Run 1, metal layers overlaid:
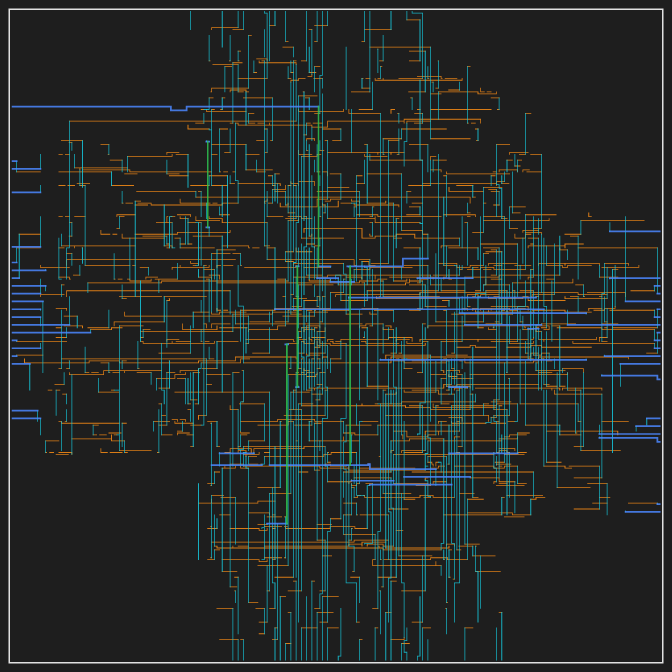
Run 1, cells by drive strength:
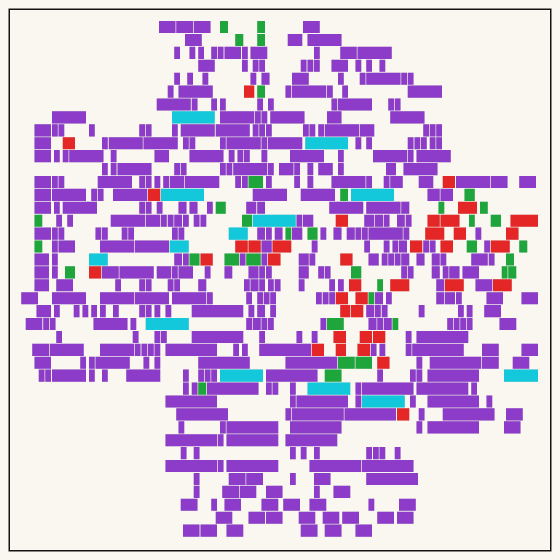
Run 1, wires at chosen ports, followed through buffers:
Scale bar: 20 um.
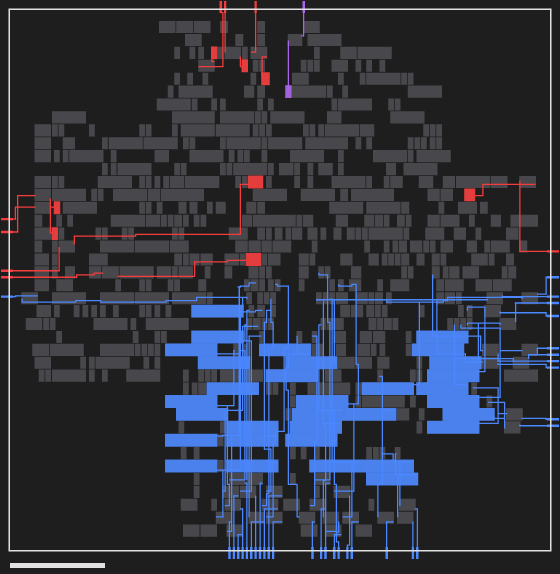
**src/rtl/pio_pkg.sv**
```systemverilog
// pio_pkg: shared offset map and offset field type for the parallel I/O bank.
package pio_pkg;

    // Offset field within the 16-byte I/O window (address[3:0]).
    typedef logic [3:0] pio_off_t;

    localparam pio_off_t OFF_OUT0   = 4'd0;
    localparam pio_off_t OFF_IN0    = 4'd8;
    localparam pio_off_t OFF_STATUS = 4'd14;
    localparam pio_off_t OFF_MASK   = 4'd15;

endpackage

```
**src/rtl/pio_in_channel.sv**
```systemverilog
// pio_in_channel: one asynchronous input channel.
// Two synchroniser flops feed a stable register. The optional debounce filter
// is enabled with the PIO_DEBOUNCE_EN macro. The change output is a combinational
// pulse. It is high during the cycle before the edge on which stable loads a
// new value, so the top-level flag sets on that same edge.
module pio_in_channel #(
    parameter int N               = 8,
    parameter int DEBOUNCE_CYCLES = 16
) (
    input  logic         clk,
    input  logic         rst,
    input  logic [N-1:0] din,
    output logic [N-1:0] stable,
    output logic         change
);

    logic [N-1:0] sync1_reg;
    logic [N-1:0] sync2_reg;
    logic [N-1:0] stable_reg;
    logic         stable_load;

    // Two-flop synchroniser for the asynchronous pins.
    always_ff @(posedge clk) begin
        if (rst) begin
            sync1_reg <= '0;
            sync2_reg <= '0;
        end else begin
            sync1_reg <= din;
            sync2_reg <= sync1_reg;
        end
    end

`ifdef PIO_DEBOUNCE_EN
    localparam int CNT_W = $clog2(DEBOUNCE_CYCLES + 1);
    localparam logic [CNT_W-1:0] CNT_LAST = CNT_W'(DEBOUNCE_CYCLES - 1);

    logic [CNT_W-1:0] cnt_reg;

    // A new value is accepted after DEBOUNCE_CYCLES consecutive differing edges.
    assign stable_load = (sync2_reg != stable_reg) && (cnt_reg == CNT_LAST);

    // The count runs while sync2 differs from stable. It restarts on any return to the stable value or on a load.
    always_ff @(posedge clk) begin
        if (rst) begin
            cnt_reg <= '0;
        end else if ((sync2_reg == stable_reg) || stable_load) begin
            cnt_reg <= '0;
        end else begin
            cnt_reg <= cnt_reg + 1'b1;
        end
    end
`else
    // Without debounce, stable simply tracks sync2 one cycle later.
    assign stable_load = (sync2_reg != stable_reg);
`endif

    // Stable register; loads only when the synchronised value is accepted.
    always_ff @(posedge clk) begin
        if (rst) begin
            stable_reg <= '0;
        end else if (stable_load) begin
            stable_reg <= sync2_reg;
        end
    end

    assign stable = stable_reg;
    assign change = stable_load;

endmodule

```
**src/rtl/parallel_io_bank.sv**
```systemverilog
// parallel_io_bank: memory-mapped output registers, synchronised inputs,
// change flags with write-1-to-clear, interrupt mask and registered irq.
// The per-channel debounce filter is enabled by defining PIO_DEBOUNCE_EN.
module parallel_io_bank
    import pio_pkg::*;
#(
    parameter int             N               = 8,
    parameter int             NUM_OUT         = 4,
    parameter int             NUM_IN          = 2,
    parameter logic [N-1:0]   BASE_ADDR       = 'hF0,
    parameter int             DEBOUNCE_CYCLES = 16
) (
    input  logic                  clk,
    input  logic                  rst,
    input  logic                  we,
    input  logic [N-1:0]          address,
    input  logic [N-1:0]          wdata,
    input  logic [N-1:0]          mem_rdata,
    input  logic [NUM_IN*N-1:0]   din,
    output logic                  ram_wren,
    output logic [N-1:0]          rdata,
    output logic [NUM_OUT*N-1:0]  dout,
    output logic                  irq
);

    logic        io_hit;
    logic        io_wr;
    pio_off_t    offset;

    assign io_hit   = (address[N-1:4] == BASE_ADDR[N-1:4]);
    assign offset   = address[3:0];
    assign io_wr    = we & io_hit;
    assign ram_wren = we & ~io_hit;

    // ---------------- output registers ----------------
    logic [N-1:0] dout_reg [NUM_OUT];

    for (genvar gi = 0; gi < NUM_OUT; gi++) begin : g_out
        // Output register gi is written by a store to its offset.
        always_ff @(posedge clk) begin
            if (rst) begin
                dout_reg[gi] <= '0;
            end else if (io_wr && (offset == pio_off_t'(OFF_OUT0 + gi))) begin
                dout_reg[gi] <= wdata;
            end
        end
        assign dout[gi*N +: N] = dout_reg[gi];
    end

    // ---------------- input channels ----------------
    logic [N-1:0]      stable_arr [NUM_IN];
    logic [NUM_IN-1:0] change_vec;

    for (genvar gi = 0; gi < NUM_IN; gi++) begin : g_in
        pio_in_channel #(
            .N               (N),
            .DEBOUNCE_CYCLES (DEBOUNCE_CYCLES)
        ) u_ch (
            .clk    (clk),
            .rst    (rst),
            .din    (din[gi*N +: N]),
            .stable (stable_arr[gi]),
            .change (change_vec[gi])
        );
    end

    // ---------------- flags, mask, irq ----------------
    logic [NUM_IN-1:0] flags_reg;
    logic [NUM_IN-1:0] flags_next;
    logic [NUM_IN-1:0] mask_reg;
    logic [NUM_IN-1:0] mask_next;
    logic              irq_reg;

    // Next-state flags and mask. A new change is OR-ed in after the W1C, so a set beats a clear.
    always_comb begin
        flags_next = flags_reg;
        mask_next  = mask_reg;
        if (io_wr && (offset == OFF_STATUS)) begin
            flags_next = flags_reg & ~wdata[NUM_IN-1:0];
        end
        flags_next = flags_next | change_vec;
        if (io_wr && (offset == OFF_MASK)) begin
            mask_next = wdata[NUM_IN-1:0];
        end
    end

    // irq is registered from the next-state values so it moves on the same edge as the flag or mask.
    always_ff @(posedge clk) begin
        if (rst) begin
            flags_reg <= '0;
            mask_reg  <= '0;
            irq_reg   <= 1'b0;
        end else begin
            flags_reg <= flags_next;
            mask_reg  <= mask_next;
            irq_reg   <= |(flags_next & mask_next);
        end
    end

    assign irq = irq_reg;

    // ---------------- read mux ----------------
    logic [N-1:0] rd_io;

    // Combinational decode of the I/O window. Unmapped offsets read zero, and non-I/O addresses pass RAM data through.
    always_comb begin
        rd_io = '0;
        if (offset == OFF_STATUS) begin
            rd_io = N'(flags_reg);
        end else if (offset == OFF_MASK) begin
            rd_io = N'(mask_reg);
        end
        for (int k = 0; k < NUM_OUT; k++) begin
            if (offset == pio_off_t'(OFF_OUT0 + k)) begin
                rd_io = dout_reg[k];
            end
        end
        for (int k = 0; k < NUM_IN; k++) begin
            if (offset == pio_off_t'(OFF_IN0 + k)) begin
                rd_io = stable_arr[k];
            end
        end
        rdata = io_hit ? rd_io : mem_rdata;
    end

endmodule

```
**config.mk**
```make
export PLATFORM = sky130hd
export DESIGN_NAME = parallel_io_bank
export DESIGN_NICKNAME = d
export VERILOG_FILES = /design/src/rtl/pio_pkg.sv /design/src/rtl/pio_in_channel.sv /design/src/rtl/parallel_io_bank.sv
export SDC_FILE = /design/constraint.sdc
export NUM_CORES = 1
export LEC_CHECK = 0
export ABC_AREA = 1
export ABC_CLOCK_PERIOD_IN_PS = 3110
export CORE_MARGIN = 2
export CORE_UTILIZATION = 30
export DETAILED_ROUTE_END_ITERATION = 6
export PLACE_DENSITY = 0.54
export SYNTH_ARGS = -nofsm -noshare
export SYNTH_HDL_FRONTEND = slang
export SYNTH_HIERARCHICAL = 1
export SYNTH_SLANG_ARGS = --single-unit
```
**constraint.sdc**
```tcl
create_clock -name clk -period 3.11 [get_ports clk]
set_input_delay 0.933 -clock clk [delete_from_list [all_inputs] [get_ports clk]]
set_output_delay 0.933 -clock clk [all_outputs]
set_load 0.005 [all_outputs]
```
==> out/metrics.cfg, run 1 <==
[outcome]
outcome=finished clean

[cts]
holdBufCountCts=0
cts_root_buf=clkbuf_16
clockBufferDepth=2
cts_max_level=3
clock-sinks=85

[synthesis]
synth.avg_cell_area_um2=8.030
yosysCellCount=450
synth-edff-count=32
synth_seq_share_pct=55.96
flop_cell=dfxtp_1
ys_area_um2=3613
async_flop_share_pct=0
ys_types=25
ys_warn_count=6
synth_flops=85
fp_nets=493
netlist_area_um2=3613

[setup_path]
worstPathCellList=buf_2 -> nand2_2 -> nor3_4 -> buf_12 -> nand2_1 -> nand4_1 -> nand2_1 -> nand2_1 -> buf_2
cp-end-kind=primary output
reg2reg_depth=8
cp_top_family=simple AND/OR/NAND/NOR gates
cp_slowest_cell=nor3_4
start_kind=input pin
critical_path_required_ps=2180
crit_path_frequent_cell=nand2_1
crit_arrival_ps=2050
rrSetupSlack_ps=1980

[floorplanning]
die_y_um=113.8
core-area_um2=11860
floorplanUtilization_pct=30.46
io_pins=85

[global_routing]
antenna_found_initial=0
grt_max_degree=51
grt_overflow=0
grt_pass1_wl_um=14930
grt_usage_pct=15.14
grt_pass1_vias=3088

[final_timing]
finClkSkew_ps=3.249
layout_setup_ws_ps=125.4
finalCritPeriodShare_pct=95.97
fmax_mhz=335.1
setup_tns_ps=0
finalMaxSlewViolations=0
holdWs_ps=399.8
finalSetupViolCount=0
worst_pin_slew_ps=489.8
fin_crit_ps=2985

[route]
detail_route.first_pass.iterations=4
wl_um=9174
met2_length_um=4680
post_drt_wl_per_cell_um=12.78
viasPerCell=4.269
wl_met3_um=535
drtIter0Drc=106
ant_nets=0
highest_layer=met4
vias=3065

[final_layout]
n_antenna_cell=0
layout_top_cell=nor2_1
num-nets-final=609
layout_top_cells=nor2_1, inv_1, nand2_1
largest_register_ffs=32
areaGrowthSynthToFinish_pct=40.82
drive_above_1_share_pct=15.24
finalInstanceArea_um2=5089

[job]
maxCapViolations=0
warnings=26

[power_and_ir_drop]
p_leak_uw=0.002331

[min_path]
hold_depth=2

[place]
post-place-ws_ps=-844.9
placed_cell_area_um2=4756
port-buffer-count=84
detailed_place_hpwl_um=7331
gp_congestion=0.8611

About 'metal layers overlaid':
[green] metal 4 | wire length: 130 um
[orange] metal 1 | wire length: 3830 um
[blue] metal 3 | wire length: 536 um
[cyan] metal 2 | wire length: 4680 um

About 'cells by drive strength':
[red] _3 and _4 cells | cells: 38
[cyan] _6 and larger | cells: 13
[green] _2 cells | cells: 36
[purple] _0 and _1 cells | cells: 484

About 'wires at chosen ports, followed through buffers':
[purple] `ram_wren` | bits: 1 | direction: output | edge: top | end cells: 1 | buffers: 1 | wire: 16.6 um
[blue] `dout` | bits: 32 | direction: output | edge: 21 bottom, 10 right, 1 left | end cells: 32 | buffers: 32 | wire: 1520 um
[red] `mem_rdata` | bits: 8 | direction: input | edge: 4 left, 3 top, 1 right | end cells: 8 | buffers: 8 | wire: 226 um

## run 1: cell families after synthesis
group	share of synthesized area, %
compound gates	3.186
xor+xnor	2.424
buf+inv	11.84
simple gates	26.59
flops	55.96
## run 1: worst reg2reg max path, delay by kind of cell (launching register included)
family | cells | cell delay [ps]
AND/OR/NAND/NOR | 6 | 450
buffers and inverters | 1 | 80
XOR/XNOR | 1 | 130
flip-flops | 1 | 370
## run 1: timing repair
item | CTS | global route
setup buffers | 6 | 2
pin swaps | 15 | 7
gates resized | 73 | 16
cloned | 1 | 0
setup endpoints to repair | 9 | 8
## run 1: worst paths after layout
kind	to	from
worst max-delay path	rdata[0]	address[1]
worst min-delay path	g_in[1].u_ch/sync2_reg[1]	g_in[1].u_ch/sync1_reg[1]
worst max register to register	irq	g_in[1].u_ch/stable[6]
worst min register to register	g_in[1].u_ch/sync2_reg[1]	g_in[1].u_ch/sync1_reg[1]
## run 1: routing by layer
layer  vias to the layer above  track usage (%)
li1                       1581                -
met1                      1386            18.16
met2                        88            26.91
met3                        10            3.454
met4                         0            4.878
met5                         -                0
## run 1: metrics by stage
| step | std cells | power (uW) |
|---|---|---|
| after floorplan | 450 | 1356 |
| after global placement | 696 | 1526 |
| after detailed placement | 696 | 1530 |
| after CTS | 716 | 2474 |
| after global routing | 718 | 2560 |
| final | 718 | 2449 |
## run 1: layout make-up
type	count	area (um^2)
Clock buffer	12	240.2
Clock inverter	4	23.77
Fill cell	1170	6773
Inverter	100	380.4
Multi-Input combinational cell	259	1235
Sequential cell	85	2022
Tap cell	147	183.9
Timing Repair Buffer	111	1003
## run 1: cell usage after synthesis (2+ instances only)
cell,number,area (um^2)
a21oi_1,2,10.01
a31oi_1,2,12.51
and2_1,2,12.51
buf_6,4,45.04
clkbuf_1,2,7.510
dfxtp_1,53,1061
edfxtp_1,32,960.9
inv_1,92,345.3
inv_2,8,30.03
nand2_1,89,334.1
nand3_1,15,75.07
nand3_2,4,40.04
nand4_1,8,50.05
nor2_1,101,379.1
nor2_2,4,25.02
o211ai_1,2,15.01
o21ai_0,10,50.05
o21ai_1,4,20.02
xnor2_1,10,87.58
## run 1: where the power goes
group | switching (uW) | leakage (uW) | internal, uW
sequential | 31.4 | 0.000740 | 1200
combinational | 128 | 0.00146 | 142
clock | 397 | 0.000130 | 547
total | 556 | 0.00233 | 1890
==> inputs of run 2 (changes only) <==
CTS_CLUSTER_SIZE = 16   (was not set)
SKIP_LAST_GASP = 1   (was not set)
SLEW_MARGIN = 30   (was not set)
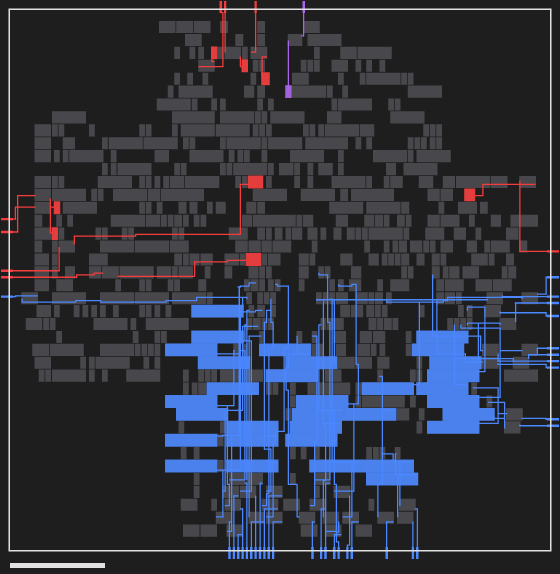
Run 2: wires at chosen ports, followed through buffers
Scale bar: 20 um.
[blue] `dout` | bits: 32 | direction: output | edge: 21 bottom, 10 right, 1 left | end cells: 32 | buffers: 32 | wire: 1520 um
[purple] `ram_wren` | bits: 1 | direction: output | edge: top | end cells: 1 | buffers: 1 | wire: 16.6 um
[red] `mem_rdata` | bits: 8 | direction: input | edge: 4 left, 3 top, 1 right | end cells: 8 | buffers: 8 | wire: 226 um

==> run 2 against run 1 <==
  * Critical path depth unchanged
  * Sequential power barely moved
  * Global-route usage unchanged
  * Clock skew stayed put
  * Clock power about the same
  * Count of clock-buffer cells in the layout did not move
  * Via count stayed put
  * Setup slack unchanged
  * Largest cell class unchanged
  * Register-to-register slack about the same
  * Non-clock buffer count stayed put
  * Sequential share of layout area stayed put
  * Die size stayed put
  * Critical endpoint unchanged
==> out/metrics.cfg, run 2 <==
[global_routing]
grt_overflow=0
grt_pass1_wl_um=14930
antenna_found_initial=0
grt_pass1_vias=3088
grt_max_degree=51
grt_usage_pct=15.14

[route]
drtIter0Drc=106
viasPerCell=4.269
detail_route.first_pass.iterations=4
ant_nets=0
post_drt_wl_per_cell_um=12.78
vias=3065
wl_um=9174

[final_layout]
drive_above_1_share_pct=15.24
n_antenna_cell=0
largest_register_ffs=32
areaGrowthSynthToFinish_pct=40.82
layout_top_cells=nor2_1, inv_1, nand2_1
fill_cells=1170
layout_top_cell=nor2_1
stdcell_count=718
num-nets-final=609
finalInstanceArea_um2=5089

[place]
gp_congestion=0.8611
port-buffer-count=84
placed_cell_area_um2=4756
detailed_place_hpwl_um=7331
dp_cells=696

[synthesis]
synth-edff-count=32
synth.most_common_cell=nor2_1
flop_cell=dfxtp_1
netlist_area_um2=3613
yosysCellCount=450
ys_area_um2=3613
synth_seq_share_pct=55.96
largest_area_cell=dfxtp_1
ys_types=25
ys_top_cells_by_count=nor2_1, inv_1, nand2_1
top_cell_area_share_pct=29.36
ys_warn_count=6
synth.avg_cell_area_um2=8.030
async_flop_share_pct=0
synth_flops=85
topCellsByArea=dfxtp_1, edfxtp_1, nor2_1
fp_nets=493

[setup_path]
worstPathCellList=buf_2 -> nand2_2 -> nor3_4 -> buf_12 -> nand2_1 -> nand4_1 -> nand2_1 -> nand2_1 -> buf_2
cp_slowest_cell=nor3_4
start_kind=input pin
crit_path_frequent_cell=nand2_1
cp-end-kind=primary output
crit_arrival_ps=2050
critical_path_required_ps=2180
criticalPathCategory=in -> out

[floorplanning]
die_y_um=113.8
core-area_um2=11860
io_pins=85
floorplanUtilization_pct=30.46

[job]
warnings=27
maxCapViolations=0

[final_timing]
finalCritPeriodShare_pct=95.97
finalSetupViolCount=0
holdWs_ps=399.8
fin_crit_ps=2985
finClkSkew_ps=3.249
fmax_mhz=335.1
finalMaxSlewViolations=0
worst_pin_slew_ps=489.8

[cts]
clockBufferDepth=2
cts_root_buf=clkbuf_16
holdBufCountCts=0
cts_max_level=3
clock-sinks=85

[outcome]
outcome=finished clean

[min_path]
hold_path_class=reg -> reg

[power_and_ir_drop]
p_leak_uw=0.002331

-- run 2: cell counts after synthesis --
Identical to the previous run, type by type.
-- run 2: path summary, 6_finish.rpt --
kind / from / endpoint / slack [ps] / cells after the start
max reg2reg: g_in[1].u_ch/stable[6] / irq / 1980 / 8
min reg2reg: g_in[1].u_ch/sync1_reg[1] / g_in[1].u_ch/sync2_reg[1] / 400 / 2
max: address[1] / rdata[0] / 130 / 9
min: g_in[1].u_ch/sync1_reg[1] / g_in[1].u_ch/sync2_reg[1] / 400 / 2
-- run 2: cell type report --
class | count | area, um^2 | area share [%]
timing repair buffer | 111 | 1003 | 19.72
tap | 147 | 183.9 | 3.614
clock inverter | 4 | 23.77 | 0.4672
sequential | 85 | 2022 | 39.73
clock buffer | 12 | 240.2 | 4.721
multi-input combinational | 259 | 1235 | 24.27
inverter | 100 | 380.4 | 7.475
-- run 2: metal layers --
| metal | routed length (um) | global-route usage, % | up-vias | share of wire [%] |
|---|---|---|---|---|
| met5 | 0 | 0 | - | 0 |
| met3 | 535 | 3.454 | 10 | 5.8 |
| li1 | - | - | 1581 | - |
| met1 | 3827 | 18.16 | 1386 | 42 |
| met4 | 129 | 4.878 | 0 | 1.4 |
| met2 | 4680 | 26.91 | 88 | 51 |
-- run 2: cells by family (layout without fill, tap and decap cells) --
kind of cell | after synthesis | after routing | synth area share (%)
XOR/XNOR | 10 | 10 | 2.424
buffers and inverters | 106 | 227 | 11.84
AND-OR/OR-AND | 21 | 21 | 3.186
flip-flops | 85 | 85 | 55.96
AND/OR/NAND/NOR | 228 | 228 | 26.59
-- run 2: what timing repair did --
item | CTS | global route
resized | 72 | 18
pin swaps | 15 | 7
setup buffers | 6 | 2
setup endpoints to repair | 9 | 8
cloned | 1 | 0
-- run 2: worst max-delay path, delay by kind of cell --
family	cells	cell delay, ps
buffers and inverters	3	420
AND/OR/NAND/NOR	6	680
-- run 2: power breakdown --
group / total, uW / internal [uW] / switching [uW]
registers: 1230 / 1200 / 31.4
clock network: 944 / 547 / 397
logic: 270 / 142 / 128
total: 2450 / 1890 / 556
-- run 2: metrics by stage --
| step | util (%) | total power, uW | worst slack [ps] | setup TNS [ps] |
|---|---|---|---|---|
| floorplan | - | 1356 | 476.8 | 0 |
| finish | 42.90 | 2449 | 125.4 | 0 |
| detailed placement | 40.09 | 1530 | -844.9 | -6350 |
| CTS | 42.69 | 2474 | -7.766 | -7.766 |
| global placement | 40.09 | 1526 | -869.5 | -6411 |
| global route | 42.90 | 2560 | 0.2145 | 0 |
Run 2, cell placement:
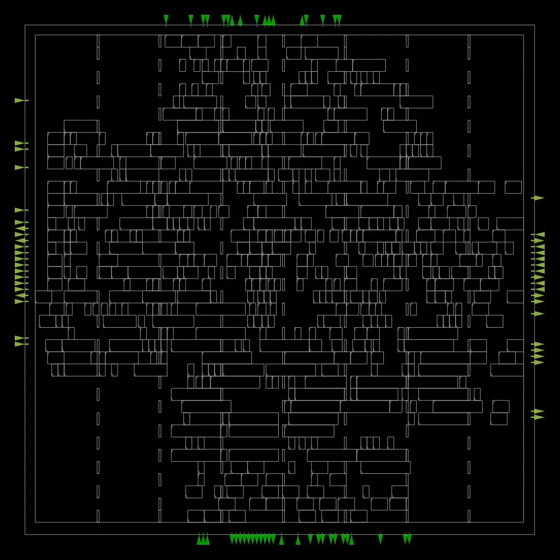

==> inputs of run 3 (changes only) <==
CORE_UTILIZATION = 53   (was 30)
PLACE_DENSITY = 0.85   (was 0.54)
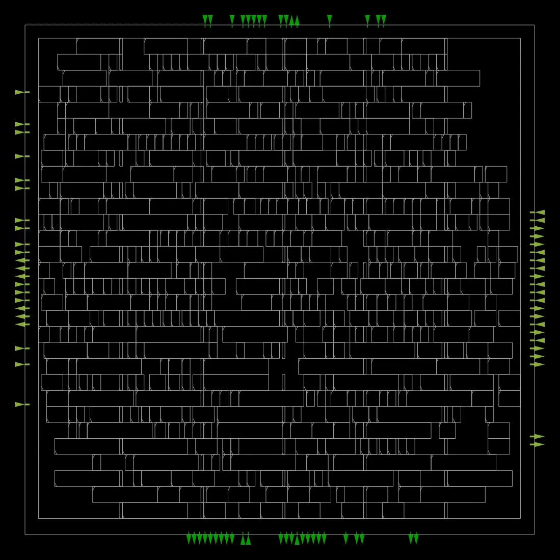
Run 3: cell placement
Tap Cells: 80
fraction of area in registers: 40.36%
core area: 6681 um^2
Util after Layout: 74.98%

==> run 3 against run 2 <==
  * Power fell by 5.0%
  * Sequential share of layout area rose by 0.63 points
  * Largest power group unchanged
  * Largest cell class unchanged
  * Synthesized cell count did not move
  * Via count rose by 7.5%
==> out/metrics.cfg, run 3 <==
[outcome]
outcome=finished clean

[place]
post-place-ws_ps=-703.8
detailed_place_hpwl_um=6935
port-buffer-count=84
gp_congestion=0.9442

[floorplanning]
num_rows=30
die_y_um=86.57
io_pins=85
floorplanUtilization_pct=54.08
die_area_um2=7494
die_w_um=86.57

[final_layout]
areaGrowthSynthToFinish_pct=38.64
largest_register_ffs=32
fill_cells=487
num-nets-final=613
regArea_um2=2022
layout.area.comb_um2=1224
layout_top_cell=nor2_1
n_antenna_cell=0
drive_above_1_share_pct=15.13
layout_top_cells=nor2_1, inv_1, nand2_1

[setup_path]
cp.buffers_inverters=5
cp_slowest_cell=nor3_4
cp-end-kind=primary output
critPathMaxStageDelay_ps=210
criticalPathCategory=in -> out
cp_top_family=buffers and inverters
r2r-end=irq
crit_arrival_ps=2120
start_kind=input pin
crit_path_frequent_cell=nand2_1
reg2reg_depth=7
critical_path_required_ps=2180
crit_fanout=3
crit_cells=10
rr_startpoint=g_in[0].u_ch/stable[2]
rrSetupSlack_ps=1920
worstPathCellList=buf_4 -> buf_6 -> nor3_4 -> buf_12 -> buf_4 -> nand2_1 -> nand4_1 -> nand2_1 -> nand2_1 -> clkdlybuf4s15_1

[cts]
cts.clk_slew.worst_paths_ps=80
cts_root_buf=clkbuf_8
cts_max_level=3
holdBufCountCts=0
clockBufferDepth=2
tritoncts=built
clock-sinks=85
clk-insertion-delay-late_ps=360
cts_buffers=9

[final_timing]
layout_setup_ws_ps=59.33
worst_pin_slew_ps=477.0
holdWs_ps=403.9
fin_crit_ps=3051
finClkSkew_ps=6.936
hold_viol_final=0
slew-limit-headroom_pct=68.20
finalCritPeriodShare_pct=98.09
finalMaxSlewViolations=0
fmax_mhz=327.8
finalSetupViolCount=0

[synthesis]
synth_seq_share_pct=55.96
async_flop_share_pct=0
synth-edff-count=32
synth.avg_cell_area_um2=8.030
ys_types=25
largest_area_cell=dfxtp_1
synth.most_common_cell=nor2_1
top_cell_area_share_pct=29.36
netlist_instances=450
ys_area_um2=3613
topCellsByArea=dfxtp_1, edfxtp_1, nor2_1
netlist_area_um2=3613
fp_nets=493
ys_warn_count=6
ys_top_cells_by_count=nor2_1, inv_1, nand2_1
flop_cell=dfxtp_1
yosysCellCount=450
synth_flops=85

[global_routing]
grt_pass1_wl_um=15040
grt_max_degree=51
grt_overflow=0
grt_pass1_vias=3316
antenna_found_initial=0
grt_usage_pct=26.56

[power_and_ir_drop]
pwr_density_cell_nw_per_um2=464.5
peakVddDrop_uv=381.8
p_leak_uw=0.002331

[route]
drtIter0Drc=230
viasPerCell=5.031
detail_route.first_pass.iterations=5
post_drt_wl_per_cell_um=14.58
vias=3295
drc=0
ant_nets=0
wl_um=9549

[min_path]
hold_path_class=reg -> reg
hold_depth=2
min-delay-start=g_in[1].u_ch/sync1_reg[2]
min_to=g_in[1].u_ch/sync2_reg[2]

[job]
warnings=26
maxCapViolations=0

## run 3: how the worst max path moves through the flow
stage	from	end
finish	address[3]	rdata[7]
global route	address[6]	rdata[4]
CTS	address[4]	rdata[6]
detailed placement	address[1]	rdata[7]
global placement	address[3]	rdata[7]
floorplan	address[7]	rdata[6]
## run 3: area by class of cell
| class | instances | area share (%) |
|---|---|---|
| Tap cell | 80 | 1.998 |
| Clock buffer | 10 | 2.747 |
| Inverter | 100 | 7.542 |
| Timing Repair Buffer | 115 | 21.50 |
| Multi-Input combinational cell | 259 | 24.43 |
| Clock inverter | 6 | 1.424 |
| Sequential cell | 85 | 40.36 |
## run 3: through the flow
step | util (%) | TNS, ps | instance area, um^2 | total power [uW] | std cells
floorplan | - | 0 | 3613 | 1356 | 450
global placement | 70.11 | -5377 | 4684 | 1516 | 629
detailed placement | 70.11 | -5522 | 4684 | 1525 | 629
CTS | 74.81 | 0 | 4999 | 2335 | 656
global route | 74.98 | -39.56 | 5010 | 2406 | 655
finish | 74.98 | 0 | 5010 | 2327 | 655
## run 3: cell families (layout without fill, tap and decap cells)
group                  count (synthesis)  in the layout  share of synthesized area [%]
AND-OR/OR-AND                         21             21                          3.186
XOR/XNOR                              10             10                          2.424
buffers and inverters                106            231                          11.84
flip-flops                            85             85                          55.96
AND/OR/NAND/NOR                      228            228                          26.59
## run 3: routing by layer
metal | wire [um] | GRT usage [%] | part of all wire (%) | vias up
li1 | - | - | - | 1595
met1 | 3712 | 30.52 | 39 | 1516
met2 | 4742 | 43.99 | 50 | 146
met3 | 691 | 6.857 | 7.2 | 38
met4 | 403 | 16.90 | 4.2 | 0
met5 | 0 | 0 | 0 | -
## run 3: timing repair
| item | 4_1_cts | 5_1_grt |
|---|---|---|
| gates cloned | 1 | 0 |
| pin swaps | 11 | 9 |
| setup endpoints to repair | 9 | 6 |
| resized | 74 | 13 |
| hold endpoints to repair | 0 | 0 |
| buffers inserted | 10 | 1 |
## run 3: worst min-delay path, stage by stage (launching register included)
cell     delay, ps
dfxtp_1        300
inv_1           40
nor2_1          30
## run 3: report_power, final
group	total (uW)	internal [uW]	switching (uW)
registers	1230	1200	30.7
logic	280	148	132
clock network	815	400	415

==> screenshots <==
Placed cells, one colour a class.
Fill, decap, tap and diode cells in grey.
image #1
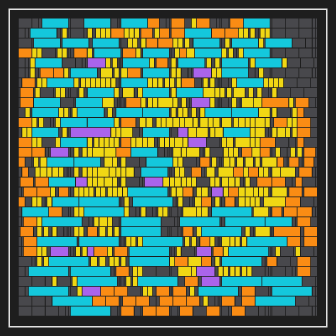
image #2
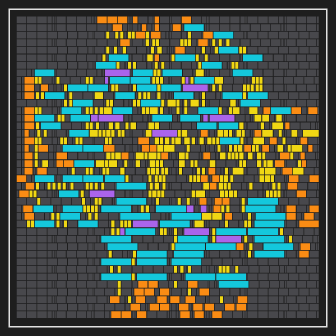
The one with the highest utilization is image #1.
Image #2 comes from run 2.
Image #1 comes from run 3.

No activity file was given, so power comes from the tool's default toggle rates.
